### config.mk
export PLATFORM = sky130hd
export DESIGN_NAME = v74x148_seq
export DESIGN_NICKNAME = d
export VERILOG_FILES = /design/src/rtl/v74x148_seq.sv
export SDC_FILE = /design/constraint.sdc
export NUM_CORES = 1
export LEC_CHECK = 0
export ABC_CLOCK_PERIOD_IN_PS = 1430
export CORE_UTILIZATION = 50
export DETAILED_ROUTE_END_ITERATION = 16
export GPL_TIMING_DRIVEN = 0
export HOLD_SLACK_MARGIN = 0.1
export PLACE_DENSITY = 0.76
export SLEW_MARGIN = 20
export SYNTH_ARGS = -nofsm -noshare
export SYNTH_HDL_FRONTEND = slang
export SYNTH_SLANG_ARGS = --single-unit
### constraint.sdc
create_clock -name CLK -period 1.43 [get_ports CLK]
set_input_delay 0.2145 -clock CLK [delete_from_list [all_inputs] [get_ports CLK]]
set_output_delay 0.2145 -clock CLK [all_outputs]
set_load 0.01 [all_outputs]
### src/rtl/v74x148_seq.sv
// Sequential 8-line priority encoder with edge-captured pending requests,
// a two-state present/acknowledge handshake and a sticky overrun flag.
module v74x148_seq (
  input  logic       CLK,
  input  logic       RST_N,
  input  logic       EI_L,
  input  logic [7:0] I_L,
  input  logic       ACK,
  output logic       VALID,
  output logic [2:0] A_L,
  output logic       GS_L,
  output logic       EO_L,
  output logic       OVR
);

  localparam int unsigned NUM_LINES = 8;
  localparam int unsigned CODE_W    = 3;

  typedef enum logic {
    IDLE    = 1'b0,
    PRESENT = 1'b1
  } state_t;

  state_t                 state_q, state_d;
  logic [NUM_LINES-1:0]   prev_q;
  logic [NUM_LINES-1:0]   pend_q, pend_d;
  logic [NUM_LINES-1:0]   fall, new_req, clr;
  logic [CODE_W-1:0]      code_q, code_d;
  logic [CODE_W-1:0]      top_idx;
  logic                   valid_d;
  logic [CODE_W-1:0]      a_l_d;
  logic                   ovr_d;

  // Index of the highest-priority pending request (bit 7 wins).
  always_comb begin
    top_idx = '0;
    for (int i = 0; i < NUM_LINES; i++) begin
      if (pend_q[i]) top_idx = CODE_W'(i);
    end
  end

  // Falling-edge capture, acknowledge clear and overrun detection.
  always_comb begin
    fall    = prev_q & ~I_L;
    new_req = fall & {NUM_LINES{~EI_L}};
    clr     = '0;
    if (state_q == PRESENT && ACK) clr[code_q] = 1'b1;
    // A fresh capture on the bit being acknowledged survives the clear.
    pend_d  = (pend_q & ~clr) | new_req;
    ovr_d   = OVR | (|(new_req & pend_q & ~clr));
  end

  // Next-state and registered-output decode for the presentation FSM.
  always_comb begin
    state_d = state_q;
    code_d  = code_q;
    valid_d = VALID;
    a_l_d   = A_L;
    case (state_q)
      IDLE: begin
        if (|pend_q) begin
          state_d = PRESENT;
          code_d  = top_idx;
          valid_d = 1'b1;
          a_l_d   = ~top_idx;
        end else begin
          valid_d = 1'b0;
          a_l_d   = '1;
        end
      end
      PRESENT: begin
        // Code stays frozen until the consumer acknowledges it.
        if (ACK) begin
          state_d = IDLE;
          valid_d = 1'b0;
          a_l_d   = '1;
        end
      end
      default: begin
        state_d = IDLE;
        valid_d = 1'b0;
        a_l_d   = '1;
      end
    endcase
  end

  // State, pending set and output registers.
  always_ff @(posedge CLK or negedge RST_N) begin
    if (!RST_N) begin
      state_q <= IDLE;
      prev_q  <= '1;
      pend_q  <= '0;
      code_q  <= '0;
      VALID   <= 1'b0;
      A_L     <= '1;
      GS_L    <= 1'b1;
      OVR     <= 1'b0;
    end else begin
      state_q <= state_d;
      prev_q  <= I_L;
      pend_q  <= pend_d;
      code_q  <= code_d;
      VALID   <= valid_d;
      A_L     <= a_l_d;
      GS_L    <= ~valid_d;
      OVR     <= ovr_d;
    end
  end

  // Enable-out: enabled, nothing pending and nothing being presented.
  assign EO_L = ~(~EI_L && (pend_q == '0) && (state_q == IDLE));

endmodule

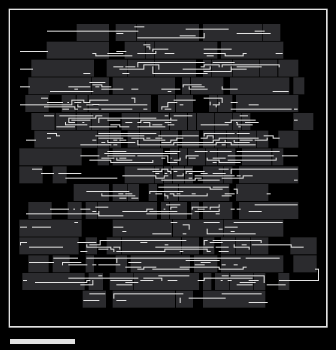
(the metal 1 layer)
Scale bar: 10 µm.
- main direction: horizontal
- nets with wire on the layer: 126
- wire length on this layer: 1000 µm
Post-Route WL: 2590 µm
met1 Use GR: 0.267
vias: 948

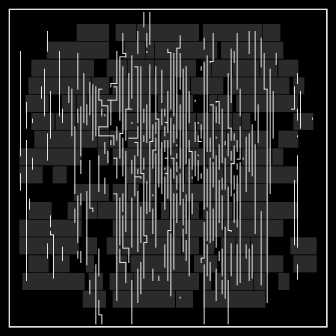
(the metal 2 layer)
- wire length on this layer: 1310 µm
- nets with wire on the layer: 135
met2 Track Usage GR: 0.347

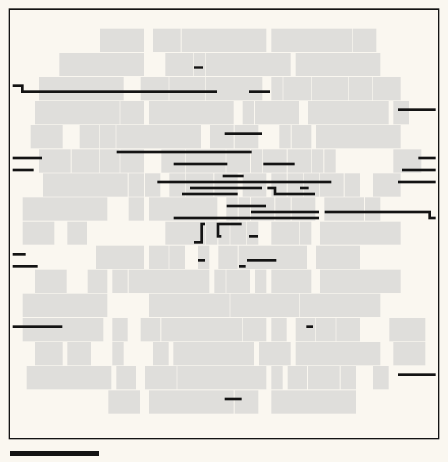
(M3 wires)
Scale bar: 10 µm.
- wire length on this layer: 180 µm
- longest straight run: 21.8 µm
- share of all routed wire: 7.0%
- nets with wire on the layer: 27
- main direction: horizontal
met3 Usage GRT: 0.0472

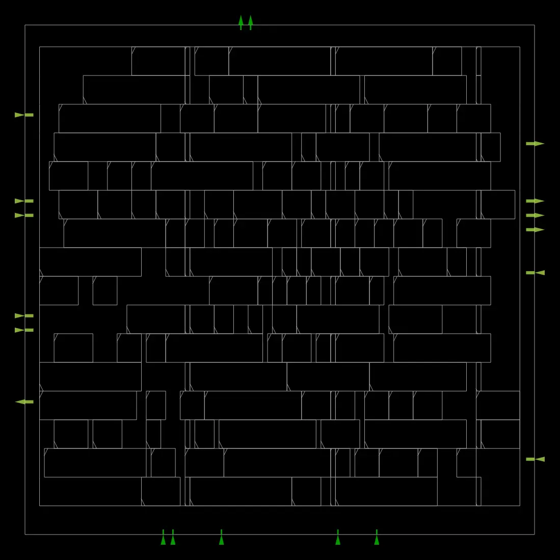
(cell placement)
utilization after layout: 0.773
fin cells: 159
tap cells: 27

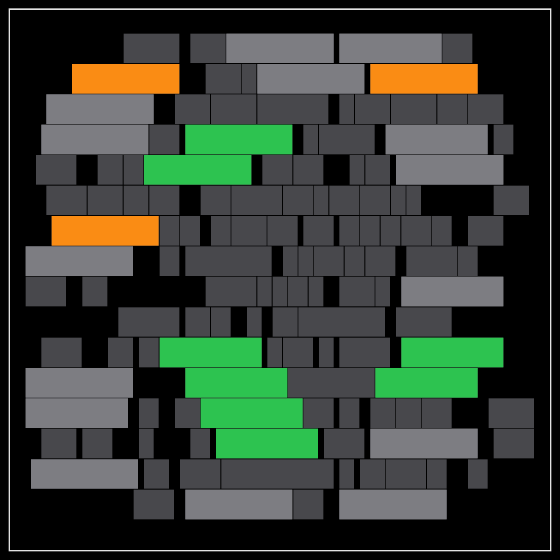
(register map, names as in the netlist)
Other sequential cells in the stronger grey, the rest of the logic in the fainter grey.
- orange: `A_L` (flops 3)
- green: `pend_q` (flops 8)
sequential cell area share: 0.438
Register Area: 671 µm²

==> qor.yml <==
critical_path:
  path_buffers: 1
  r2r_cells: 6
  end_kind: "primary output"
  crit_chain: "nor4_4 > nand2_1 > or3_1 > buf_2"
  crit_end: "EO_L"
  crit_cells: 4
  cp_top_family: "simple AND/OR/NAND/NOR gates"
  worst-path-max-fanout: 4
  rr_endpoint: "OVR$_DFF_PN0_"
  crit_path_max_incr_delay_ns: 0.49
  worstPathRequired_ns: 1.22
  cp-startpoint: "pend_q[4]$_DFF_PN0_"
  rr_startpoint: "code_q[0]$_DFFE_PN0P_"
  crit_type: "flop to primary output"
  start_kind: "flop"
  rrSetupSlack_ns: -0.04
  crit_arrival_ns: 1.67
global_routing:
  grt.total_usage: 0.215
  first_global_vias: 884
  grt_pass1_wl_um: 3770
  antenna_found_initial: 0
  busiest_layer: "met2"
  gr-total-overflow: 0
place:
  placed_cells: 141
  place_ws_ns: -0.530
  place_congestion: 0.797
  hpwl_um: 1420
  portBuffers: 17
  place_area_mm2: 0.00128
synth:
  ys_cells: 97
  postSynthSeqShare: 0.621
  async_flop_share: 1.00
  synth_cells: 97
  ff_type: "dfrtp_1"
  yosys_warnings: 0
  syn_nets: 109
  edf_count: 0
  ys_types: 26
  syn_area_mm2: 0.00107
  syn_avg_cell_area_um2: 11.1
  ys_area_mm2: 0.00107
  ys_ff: 26
cts:
  h-tree-depth: 1
  root_buffer: "clkbuf_4"
  cts_resized: 18
  cts.sinks: 26
  cts_made_buffers: 3
  clk_pin_slew_worst_paths_ns: 0.13
  clk_latency_ns: 0.32
  clock_path_buffers: 2
  cts_tree: "built"
  hold_buffers: 0
  post_cts_buffers: 8
timing:
  maxSlewHeadroom: 0.637
  period_used_share: 1.32
  clock_skew_ns: 0.00254
  setup_viol: 4
  clock.fmax_mhz: 532
  fin_ws_ns: -0.451
  finalHoldViolCount: 0
  drv_slew: 0
  rsz0062_at_grt: "yes"
  fin_crit_ns: 1.88
  worst_pin_slew_ns: 0.545
layout:
  stdcell_area_mm2: 0.00153
  antenna_cells: 0
  layout_top_cells: "buf_4 (13), dfstp_2 (12), nand2_1 (11)"
  drive_gt1_frac: 0.394
  mi_logic_area_um2: 492
  final_nets: 145
  nFillCells: 122
  layout_top_cell: "buf_4"
  area_growth_pct: 42.9
flow_run:
  warnings: 28
  drv_cap: 0
hold_path:
  holdPathStages: 1
  hp-class: "primary input to flop"
  worstHoldStart: "I_L[3]"
  holdPathEnd: "prev_q[3]$_DFF_PN1_"
run_status:
  status: "finished with violations"
  violations: "negative setup slack"
floorplanning:
  dieArea_mm2: 0.00233
  rows: 16
  coreArea_mm2: 0.00198
  io_pins: 19
  die_y_um: 48.3
  fp-utilization: 0.541
detailed_routing:
  via_per_inst: 5.96
  drc: 0
  first_pass_iters: 4
  drt_iter0_drc: 26
  avgRoutedWirePerCell_um: 16.3
  ant_nets: 0
power:
  p_per_area_mw_per_mm2: 1920
## cell usage after synthesis (2+ instances only)
master    count  area, µm²
dfrtp_1      14        350
o21ai_0      13       65.1
dfstp_2      12        315
nand2_1      12       45.0
nand2b_1     11       68.8
a21oi_1       3       15.0
inv_1         3       11.3
nor2_1        3       11.3
o31ai_1       3       22.5
buf_4         2       15.0
nor3_1        2       10.0
o21a_1        2       15.0
o21ai_1       2       10.0
o22a_1        2       17.5
o22ai_1       2       12.5
## logic make-up after synthesis
kind of cell,after synthesis,synth area share
and+or+nand+nor,34,0.169
AOI/OAI and AO/OA,31,0.182
DFF,26,0.621
buffers and inverters,6,0.0280
## report_power, final
part / switching [mW] / internal, mW
Combinational: 0.678 / 0.612
Clock: 0.209 / 0.156
Sequential: 0.252 / 1.03
## through the flow
stage,hold slack (ns),power (mW),setup TNS [ns],util
final,0.294,2.94,-0.513,0.773
after global routing,0.280,3.08,-0.800,0.773
after CTS,0.294,2.56,-0.437,0.711
after detailed placement,0.425,2.06,-2.99,0.647
after global placement,0.416,2.02,-2.53,0.647
after floorplan,-0.0811,1.72,0,-
## area by class of cell
cell class / instances / share of cell area
Multi-Input combinational cell: 65 / 0.321
Inverter: 3 / 0.00735
Timing Repair Buffer: 31 / 0.171
Sequential cell: 26 / 0.438
Buffer: 3 / 0.0171
Clock buffer: 4 / 0.0237
Tap cell: 27 / 0.0220
## per-layer routing
metal  vias to the layer above  part of all wire
met2                        49              0.50
met1                       468              0.39
met4                         0             0.040
li1                        417                 -
met3                        14             0.069
met5                         -                 0
## registers in the layout, indices dropped and copies added (netlist names)
| name | count |
|---|---|
| state_q | 1 |
| pend_q | 8 |
| A_L | 3 |
| code_q | 3 |
| prev_q | 8 |
| OVR | 1 |
| VALID | 1 |
| GS_L | 1 |
Power is estimated from default activity; no workload was simulated.
